Design udma_tx_rr_arbiter, sky130hd; sources not shown.
### Track usage over the die

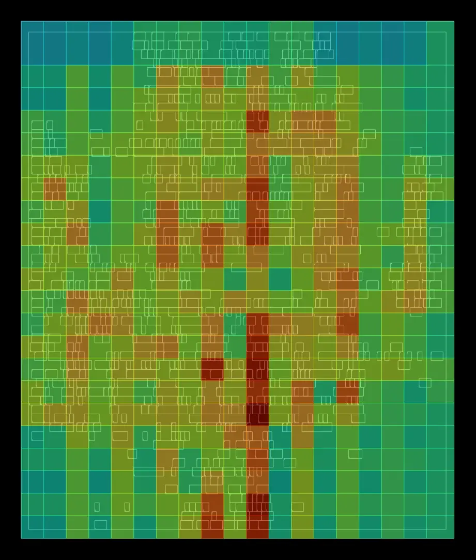
global-route met1 utilization: 0.2036
fraction of met2 tracks used by global routing: 0.2823
Layout Utilization: 0.3676
gr busiest metal: met2
routed len/inst: 15.05 um

### Sequential cells grouped by signal name

(2 px per um) Other sequential cells in the stronger grey, the rest of the logic in the fainter grey.
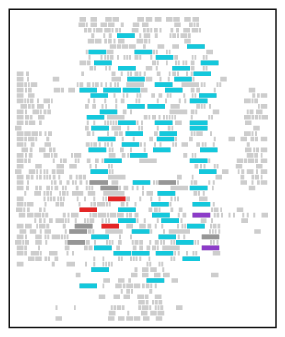
[u_fifo/r_mem] cyan | flops: 64
[u_fifo/r_cnt] purple | flops: 2
[r_beat_cnt] red | flops: 3
area occupied by registers: 1903 um2
sequential cell area share: 0.2658
power of the sequential group: 982 uW

### Layout detail

Window x 54 to 79, y 67 to 92 um. Cells in grey, sequential cells in the stronger grey; small squares are vias.
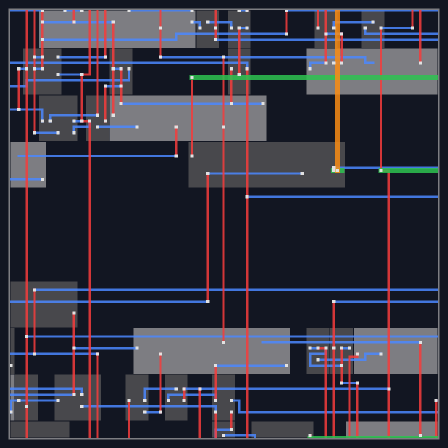
[M4] orange
[M2] red
[M1] blue
[M3] green
sequential cells in the window: 5
most frequent: nand2_1 (12), dfrtp_1 (5), nand4_1 (2)
cells with their middle in the window: 22

==> run notes <==
Results of the full flow below.

Status:
- The flow ran to the end, and the final reports show no timing, DRC or antenna violations.

Clock tree:
- The run gives the maximum count of clock buffers along a single path as 2.
- The run puts the insertion delay of the later-clocked pin in the worst-skew pair at 0.33 ns.
- The run puts the number of buffers inserted to repair setup after CTS at 0.
- TritonCTS built the clock tree.
- The run puts the number of clock buffers inserted by TritonCTS at 9.
- The number of gates resized after CTS was 0.
- Looking at the clock tree report, the root buffer type is clkbuf_16.
- Per the CTS log, the maximum H-tree level is 3.
- The run puts the clock sink total at 76.
- The run gives the count of hold-fix buffers inserted at cts as 0.
- The run puts the clock-pin slew on the worst setup and hold paths at 0.06 ns.

Critical path:
- Listed in order, past its start point the critical path passes inv_2 -> nand2_4 -> inv_1 -> nor2_1 -> inv_1 -> nor2_1 -> clkdlybuf4s50_1.
- The worst setup path is captured at a primary output.
- The run gives the reg-to-reg setup timing slack as 2.71 ns.
- The run puts the data required time of the worst path at 4.56 ns.
- The run puts the depth of the most critical reg-to-reg path at 9.
- For reference, the most critical setup path is categorized as reg2out.
- The run puts the stage delay of the slowest cell on the critical path at 0.62 ns.
- STA classifies the critical path startpoint as a flip-flop.
- Looking at the critical path, the single cell with the biggest stage delay is clkdlybuf4s50_1.
- The run gives the top fanout value on the critical path as 68.

Route:
- The run puts the number of nets with antenna violations after routing at 0.
- The run puts the detailed-route via count at 5,257.
- The run gives the initial detailed-routing violation count as 323.
- The run gives the number of iterations in the first detailed-routing pass as 4.
- TritonRoute reported its final design rule violation total as 0.
- The run puts the via density per instance at 4.636.

Finish:
- The run gives the fraction of final layout cells with drive strength greater than 1 as 0.05619.
- The run gives the net total in the final layout as 1,013.
- The run puts the number of flip-flops under the largest register name at 64.
- Per the run report, area growth between synthesis and finish was 44.27%.
- The top cell types in the final layout, fill and taps aside, are 279 x nand2_1, 177 x clkdlybuf4s50_1, 76 x nor2_1.
- The run gives the most frequent standard cell in the layout excluding fill and tap cells as nand2_1.
- The run puts the number of filler cells placed in the layout at 2,138.
- The run gives the design area as 7161 um2.

STA:
- Static timing analysis puts the maximum clock frequency at 273.0 MHz.
- The worst path needs 3.663 ns of the cycle, external delays included.
- Per the final timing report, the hold violations number 0.
- The run puts the final setup TNS at 0 ns.
- The run gives the final count of negative-setup-slack endpoints as 0.
- The run puts the worst hold slack at 0.4688 ns.
- The run gives the worst clock skew on the final layout as 0.004285 ns.
- The run gives the headroom to the max-slew limit as 0.4505.
- The run puts the final clock period utilization by the worst path at 0.6426.
- In the final report, the number of pins over their slew limit comes to 0.
- The run gives the slew at the pin closest to its max-slew limit as 0.8233 ns.

Logic synthesis:
- The run puts the flip-flop and latch count after synthesis at 76.
- The run puts the cell area after synthesis at 4964 um2.
- The run puts the synthesis warning total at 6.
- Counting every net in the synthesized netlist gives 875.
- For reference, the post-synthesis area per instance comes to 6.809 um2.
- The run puts the synthesized instance count at 729.
- The run gives the sequential share of the synthesized area as 0.3832.
- After synthesis, the chip area reported by Yosys is 4964 um2.
- The run puts the cell count listed in synth_stat.txt at 729.
- The run puts the count of distinct cell types in the synthesized netlist at 25.

Pwr:
- The analysis reports a worst IR drop on VDD of 206.0 uV.
- Dividing total power by cell area gives a power density of 572.4 nW/um2.
- The run puts the overall power at 4.099 mW.
- The run gives the leakage component of the power as 3.369 nW.

Hold path:
- The number of cells on the worst hold path is listed as 2.

Floorplan:
- The core region is 19,480 um2.
- According to the floorplan report, the die height is 158.4 um.
- The run gives the number of standard-cell rows in the floorplan as 56.
- In this run the count of I/O pins placed on the die edge is 179.
- The run puts the width of the die at 132.6 um.
- The run gives the overall die area as 21,000 um2.

Flow run:
- The run gives the number of warning messages in the logs as 29.
- The run gives the tally of max-capacitance violations as 0.

Placement:
- The run gives the tally of buffers added on design ports as 178.
- Detailed placement reports a standard cell area of 6818 um2.
- The run puts the half-perimeter wire length after detailed placement at 11.58 mm.

Global routing:
- The first global-routing pass estimated 27.06 mm of wire.
- Summed over all routing layers, the global router reports a total usage of 0.1630.
- The initial antenna violation count was 1.
- The run gives the sum of overflow across all layers after global routing as 0.
- The run puts the largest net degree at the start of global routing at 77.
metrics by stage:
stage	setup WS, ns	util	std cells
global placement	2.169	0.3500	1117
global route	1.823	0.3675	1133
floorplan	3.002	-	729
detailed placement	2.139	0.3500	1117
CTS	1.982	0.3673	1133
finish	2.037	0.3676	1134
where the power goes:
group | internal (mW) | switching, mW | total [mW]
clock network | 0.418 | 0.216 | 0.633
registers | 0.792 | 0.190 | 0.982
logic | 0.875 | 1.61 | 2.48
total | 2.08 | 2.01 | 4.10
cell type report:
class / count / area [um2] / share of cell area
Timing Repair Buffer: 184 / 1828 / 0.2553
Clock inverter: 4 / 70.07 / 0.009785
Clock buffer: 12 / 266.5 / 0.03722
Inverter: 30 / 112.6 / 0.01573
Multi-Input combinational cell: 566 / 2651 / 0.3703
Tap cell: 261 / 326.6 / 0.04561
Sequential cell: 76 / 1903 / 0.2658
Antenna cell: 1 / 2.502 / 0.0003495
cell families after synthesis:
family / after synthesis / synth area share
AND/OR/NAND/NOR: 453 / 0.3970
adder cells (fa/ha/maj): 7 / 0.01764
flip-flops: 76 / 0.3832
buffers and inverters: 87 / 0.08268
AND-OR/OR-AND: 105 / 0.1177
XOR/XNOR: 1 / 0.001765
cell usage after synthesis:
library cell,count,share of area
ha_1,7,0.018
xnor2_1,1,0.0018
nand4_1,66,0.083
a21oi_4,1,0.0033
nor2_1,76,0.057
buf_1,2,0.0015
nor2_4,3,0.0068
o21ai_0,68,0.069
nand2_1,279,0.21
nor3_1,1,0.0010
nand3_2,2,0.0040
buf_2,31,0.031
inv_1,24,0.018
nand2_4,4,0.0091
nand3_1,14,0.014
clkbuf_1,17,0.013
nand2_2,7,0.0088
inv_2,6,0.0045
o22ai_1,32,0.040
o31ai_2,1,0.0025
buf_4,2,0.0030
nand3b_1,1,0.0015
buf_6,5,0.011
dfrtp_1,76,0.38
a21oi_1,3,0.0030
metal layers:
metal | GRT usage | up-vias | part of all wire
li1 | - | 2689 | -
met1 | 0.2036 | 2396 | 0.45
met2 | 0.2823 | 162 | 0.48
met3 | 0.04234 | 10 | 0.064
met4 | 0.03891 | 0 | 0.010
met5 | 0 | - | 0
worst max-delay path, delay by kind of cell (launching register included):
family,cells,cell delay [ns]
and+or+nand+nor,3,0.86
buffers and inverters,4,0.93
DFF,1,0.39
Power and IR drop assume default switching activity.
